==> src/rtl/sram_cmd_sequencer_pkg.sv <==
// Shared constants for the SRAM command sequencer: bus widths, host
// protocol command/response bytes and the FSM state encodings.
package sram_cmd_sequencer_pkg;

   localparam int ADDR_W = 18;
   localparam int DATA_W = 16;

   localparam logic [7:0] CMD_WRITE = 8'h57;
   localparam logic [7:0] CMD_READ  = 8'h52;
   localparam logic [7:0] RSP_OK    = 8'h4B;
   localparam logic [7:0] RSP_ERR   = 8'h3F;

   typedef logic [3:0] state_t;

   localparam state_t ST_IDLE   = 4'd0;
   localparam state_t ST_HDR    = 4'd1;
   localparam state_t ST_WDATA  = 4'd2;
   localparam state_t ST_MREQ   = 4'd3;
   localparam state_t ST_MWAIT  = 4'd4;
   localparam state_t ST_TX_HI  = 4'd5;
   localparam state_t ST_TX_LO  = 4'd6;
   localparam state_t ST_TX_ACK = 4'd7;
   localparam state_t ST_TX_ERR = 4'd8;

endpackage

==> src/rtl/sram_cmd_sequencer.sv <==
// Byte-stream command sequencer: parses host W/R frames and turns them into
// single-word requests on the SRAM controller port, streaming read data and
// write acknowledgements back to the host.
module sram_cmd_sequencer
   import sram_cmd_sequencer_pkg::*;
(
   input  logic                clk,
   input  logic                rst,
   input  logic [7:0]          rx_data,
   input  logic                rx_valid,
   output logic                rx_ready,
   output logic [7:0]          tx_data,
   output logic                tx_valid,
   input  logic                tx_ready,
   output logic [ADDR_W-1:0]   mem_address,
   output logic [DATA_W-1:0]   mem_wdata,
   input  logic [DATA_W-1:0]   mem_rdata,
   output logic                mem_req,
   output logic                mem_wren,
   input  logic                mem_ready
);

   state_t              state_q, state_d;
   logic [2:0]          byte_cnt_q, byte_cnt_d;
   logic                cmd_wr_q, cmd_wr_d;
   logic [ADDR_W-1:0]   addr_q, addr_d;
   logic [DATA_W-1:0]   wdata_q, wdata_d;
   logic [DATA_W:0]     count_q, count_d;
   logic [DATA_W-1:0]   hold_q, hold_d;
   logic                rx_fire;
   logic                tx_fire;

   // Output decode straight from registered state; tx_data is a function of
   // state and the holding register so it cannot change while tx_valid waits.
   always_comb begin
      rx_ready = 1'b0;
      tx_valid = 1'b0;
      tx_data  = 8'h00;
      if (!rst) begin
         rx_ready = (state_q == ST_IDLE) || (state_q == ST_HDR) || (state_q == ST_WDATA);
      end
      case (state_q)
         ST_TX_HI: begin
            tx_valid = 1'b1;
            tx_data  = hold_q[15:8];
         end
         ST_TX_LO: begin
            tx_valid = 1'b1;
            tx_data  = hold_q[7:0];
         end
         ST_TX_ACK: begin
            tx_valid = 1'b1;
            tx_data  = RSP_OK;
         end
         ST_TX_ERR: begin
            tx_valid = 1'b1;
            tx_data  = RSP_ERR;
         end
         default: begin
            tx_valid = 1'b0;
            tx_data  = 8'h00;
         end
      endcase
   end

   assign rx_fire     = rx_valid & rx_ready;
   assign tx_fire     = tx_valid & tx_ready;
   assign mem_req     = (state_q == ST_MREQ);
   assign mem_wren    = cmd_wr_q;
   assign mem_address = addr_q;
   assign mem_wdata   = wdata_q;

   // Next-state logic: frame parsing, memory handshake and response sequencing.
   always_comb begin
      state_d    = state_q;
      byte_cnt_d = byte_cnt_q;
      cmd_wr_d   = cmd_wr_q;
      addr_d     = addr_q;
      wdata_d    = wdata_q;
      count_d    = count_q;
      hold_d     = hold_q;
      case (state_q)
         ST_IDLE: begin
            if (rx_fire) begin
               byte_cnt_d = 3'd0;
               if (rx_data == CMD_WRITE || rx_data == CMD_READ) begin
                  cmd_wr_d = (rx_data == CMD_WRITE);
                  state_d  = ST_HDR;
               end else begin
                  state_d = ST_TX_ERR;
               end
            end
         end
         ST_HDR: begin
            if (rx_fire) begin
               byte_cnt_d = byte_cnt_q + 3'd1;
               case (byte_cnt_q)
                  3'd0:    addr_d[17:16] = rx_data[1:0];
                  3'd1:    addr_d[15:8]  = rx_data;
                  3'd2:    addr_d[7:0]   = rx_data;
                  3'd3:    count_d       = {1'b0, rx_data, 8'h00};
                  default: count_d       = {1'b0, count_q[15:8], rx_data} + 17'd1;
               endcase
               if (byte_cnt_q == 3'd4) begin
                  byte_cnt_d = 3'd0;
                  state_d    = cmd_wr_q ? ST_WDATA : ST_MREQ;
               end
            end
         end
         ST_WDATA: begin
            if (rx_fire) begin
               if (byte_cnt_q == 3'd0) begin
                  wdata_d[15:8] = rx_data;
                  byte_cnt_d    = 3'd1;
               end else begin
                  wdata_d[7:0] = rx_data;
                  byte_cnt_d   = 3'd0;
                  state_d      = ST_MREQ;
               end
            end
         end
         ST_MREQ: begin
            state_d = ST_MWAIT;
         end
         ST_MWAIT: begin
            if (mem_ready) begin
               hold_d  = mem_rdata;
               addr_d  = addr_q + 18'd1;
               count_d = count_q - 17'd1;
               if (!cmd_wr_q) begin
                  state_d = ST_TX_HI;
               end else if (count_q == 17'd1) begin
                  state_d = ST_TX_ACK;
               end else begin
                  state_d = ST_WDATA;
               end
            end
         end
         ST_TX_HI: begin
            if (tx_fire) begin
               state_d = ST_TX_LO;
            end
         end
         ST_TX_LO: begin
            if (tx_fire) begin
               state_d = (count_q != 17'd0) ? ST_MREQ : ST_IDLE;
            end
         end
         ST_TX_ACK, ST_TX_ERR: begin
            if (tx_fire) begin
               state_d = ST_IDLE;
            end
         end
         default: begin
            state_d = ST_IDLE;
         end
      endcase
   end

   // State and datapath registers, cleared asynchronously by rst.
   always_ff @(posedge clk or posedge rst) begin
      if (rst) begin
         state_q    <= ST_IDLE;
         byte_cnt_q <= 3'd0;
         cmd_wr_q   <= 1'b0;
         addr_q     <= '0;
         wdata_q    <= '0;
         count_q    <= '0;
         hold_q     <= '0;
      end else begin
         state_q    <= state_d;
         byte_cnt_q <= byte_cnt_d;
         cmd_wr_q   <= cmd_wr_d;
         addr_q     <= addr_d;
         wdata_q    <= wdata_d;
         count_q    <= count_d;
         hold_q     <= hold_d;
      end
   end

endmodule

==> config.mk <==
export PLATFORM = sky130hd
export DESIGN_NAME = sram_cmd_sequencer
export DESIGN_NICKNAME = d
export VERILOG_FILES = /design/src/rtl/sram_cmd_sequencer_pkg.sv /design/src/rtl/sram_cmd_sequencer.sv
export SDC_FILE = /design/constraint.sdc
export NUM_CORES = 1
export LEC_CHECK = 0
export CELL_PAD_IN_SITES_DETAIL_PLACEMENT = 0
export CELL_PAD_IN_SITES_GLOBAL_PLACEMENT = 1
export CORE_ASPECT_RATIO = 1.75
export CORE_MARGIN = 8
export CORE_UTILIZATION = 37
export CTS_CLUSTER_DIAMETER = 100
export CTS_CLUSTER_SIZE = 12
export DETAILED_ROUTE_END_ITERATION = 10
export PLACE_DENSITY = 0.83
export SKIP_LAST_GASP = 1
export SYNTH_ARGS = -nofsm -noshare
export SYNTH_HDL_FRONTEND = slang
export SYNTH_SLANG_ARGS = --single-unit
==> constraint.sdc <==
create_clock -name clk -period 2.5 [get_ports clk]
set_clock_uncertainty 0.1 [all_clocks]
set_input_delay 0.625 -clock clk [delete_from_list [all_inputs] [get_ports clk]]
set_output_delay 0.625 -clock clk [all_outputs]
set_load 0.005 [all_outputs]
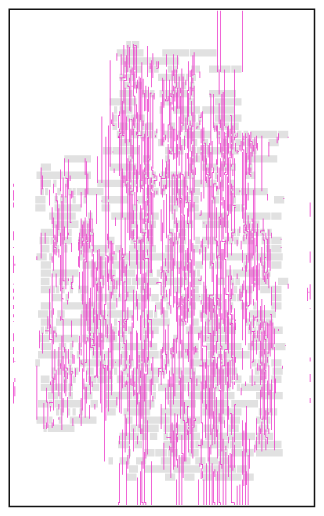
Figure 1: met2 routing.
Drawn at 3 px/µm. Cells faint in the background.
The wires run mostly vertical. The layer holds 55% of the routed length. The layer carries 8640 µm of wire.
vias: 4799
met2 GRT Util: 37.8%

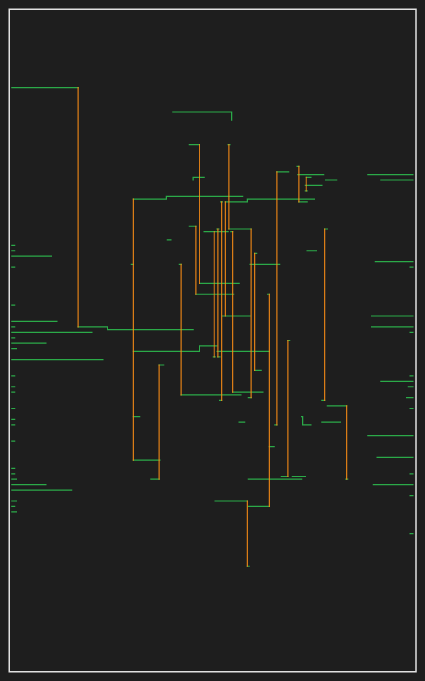
Figure 2: signal wires by layer.
Drawn at 4 px/µm. Only two layers are drawn.
Key: green = met3 [wire length 521 µm]; orange = met4 [wire length 752 µm]
Total GRT Usage: 19.9%
final wirelength: 15.7 mm

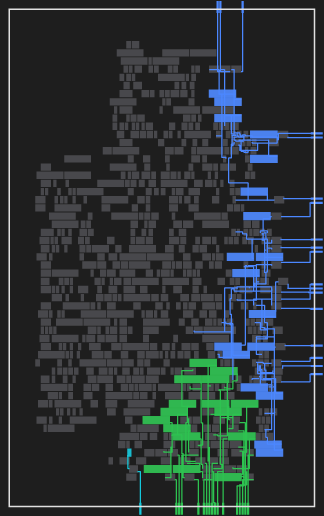
Figure 3: I/O nets highlighted.
Drawn at 3 px/µm.
Key: green = `mem_wdata` [bits 16, direction output, edge bottom, end cells 16, buffers 16, wire 599 µm]; cyan = `rx_ready` [bits 1, direction output, edge bottom, end cells 1, buffers 1, wire 16.9 µm]; blue = `mem_address` [bits 18, direction output, edge 15 right, 3 top, end cells 18, buffers 19, wire 943 µm]
Ports: 75
IO Port Bufs: 74

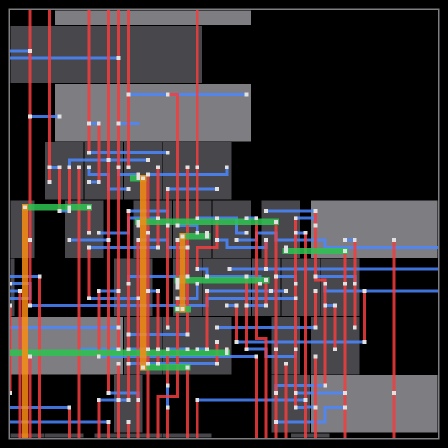
Figure 4: layout detail.
Region (66, 114) to (86, 134) µm. Cells in grey, sequential cells in the stronger grey; small squares are vias.
Key: blue = met1; orange = met4; red = met2; green = met3
26 logic cells have their middle in the window. Most frequent: a21oi_1 (8), dfrtp_1 (4). Netlist names of flops here include `mem_address` (3), `count_q` (1). Sequential cells in the window: 4.

==> summary.txt <==
status - complete, but fails checks
failing checks - negative setup slack
CP Capture Point - tx_data[4]
register area - 1880 µm²
final core occ - 51.4%
vias in the first global route - 5076
unrepaired setup endpoints after global routing - yes
Core Util at FP - 37.9%
Cells after DPL - 836
hold path start - hold_q[6]$_DFFE_PP0P_
pin count of the biggest net entering global routing - 52
share of the synthesized area in the top cell type - 39.9%
TritonCTS clock tree - built
Setup Crit Path Kind - register to output port
Hold Path Sink - hold_q[6]$_DFFE_PP0P_
Bufs and invs on worst path - 3
initial drt markers - 252
Area Growth Syn to Fin - 35.7%
clock net sink count - 75
EDFF count, synth - 0
final setup vio count - 1
max reg flops - 18
DR WL/cell - 18.3 µm
Setup TNS - -129 ps
Post CTS Setup Buffer Count - 6
Placed Area - 5980 µm²
Reg clk slew, reported paths - 70 ps
Seq share, synth - 39.9%
yosys stat area - 4710 µm²
Cell Count, Final, Fillers Out - 858
Reg2Reg Capture Point - count_q[11]$_DFFE_PP0P_
Synth Net Count - 608
synth cell count leaders - nand2_1, dfrtp_1, o21ai_0, nor2_1, a21oi_1
fin area - 6390 µm²
power density cells - 1130 nW/µm²
first-pass GRT wire length - 25.8 mm
Taps Inserted - 168
count of plain and timing-repair buffers - 144
Final HPWL DP - 12.0 mm
crit path max-delay cell type - clkdlybuf4s50_1
Worst Setup SP - state_q[3]$_DFFE_PP0P_
final critical-path setup slack - -129 ps
leading area contributor after synthesis - dfrtp_1
worst slew pin tran - 497 ps
Antenna Violating Nets Remaining - 0
CP Capture Type - output port
Final Critical Period - 2630 ps
CP Launch Type - register
dpl ws - -313 ps
Reg2Reg Depth - 8
share of cells above drive strength 1 - 17.5%
net count reported at finish - 725
worst hold path type - register to register
comb_multi_in - 437
H-Tree Depth - 3
cell kind with the greatest summed area - logic gates
WHS - 379 ps
most used flip-flop cell - dfrtp_1
Filler Cells Inserted - 1201
biggest area cells - dfrtp_1, nand2_1, o21ai_0
initial antenna violation count - 0
sequential cell area share - 29.4%
stage-log warning count - 34
cell breakdown of the critical path - buf_6, inv_1, nor3_4, a31oi_1, o21ai_0, clkdlybuf4s50_1
Pleak - 2.79 nW
drt pass-1 iters - 4
Die ar. - 16700 µm²
Clock-cell share - 5.09%
ys flops - 75
CP max FO - 9
Die X - 101 µm
## power breakdown
part           internal (mW)  switching, mW  total [mW]
sequential              1.71          0.482        2.19
clock                  0.883          0.555        1.44
combinational           1.72           1.89        3.61
## worst register-to-register path, stage by stage (launching register included)
cell and delay (ps):
dfrtp_1 380, inv_1 100, ha_1 290, nor3_1 340, o2111ai_2 170, and2_1 230, buf_12 160, o21ai_0 300
o311ai_0 180
## cells by family after synthesis
kind of cell,share of synthesized area (%)
flip-flops,39.9
buffers and inverters,5.42
AND/OR/NAND/NOR,24.5
adder cells (fa/ha/maj),2.92
multiplexers,3.77
XOR/XNOR,2.23
AND-OR/OR-AND,21.3
## layer usage
layer / wire length (µm) / part of all wire, % / GRT usage, %
met4: 752 / 4.8 / 12.5
met1: 5820 / 37 / 19.2
met5: 0 / 0 / 0
met2: 8640 / 55 / 37.8
met3: 520 / 3.3 / 3.36
## cell usage in the layout, fill, tap and decap left out, types with 3 or more instances in the layout
cell type        synthesis  routed
dfrtp_1                 75      75
a21o_1                   3       3
clkbuf_16                0       9
a32oi_1                  3       3
o22ai_1                  7       7
nand4_1                 10      10
nor4_1                  10      10
o21ai_0                 59      57
nor3_1                  18      17
o22a_1                   3       3
a22oi_1                  5       5
nand3_1                 22      22
xor2_1                   5       5
clkbuf_2                 0       4
inv_1                   17      16
mux2_2                  14      14
ha_1                    11      11
or4_1                    4       4
xnor2_1                  7       7
nand2_1                 92      92
o211ai_1                 3       3
o21ai_1                  1       3
a31oi_1                 14      14
dlygate4sd2_1            0       4
nor2b_1                  7       4
o32ai_1                  3       3
nor2_1                  46      45
and3_1                   5       4
clkdlybuf4s50_1          0      65
a21oi_1                 37      37
buf_4                    0      64
o311ai_0                 3       3
nand2b_1                 3       3
Power and IR drop assume default switching activity.
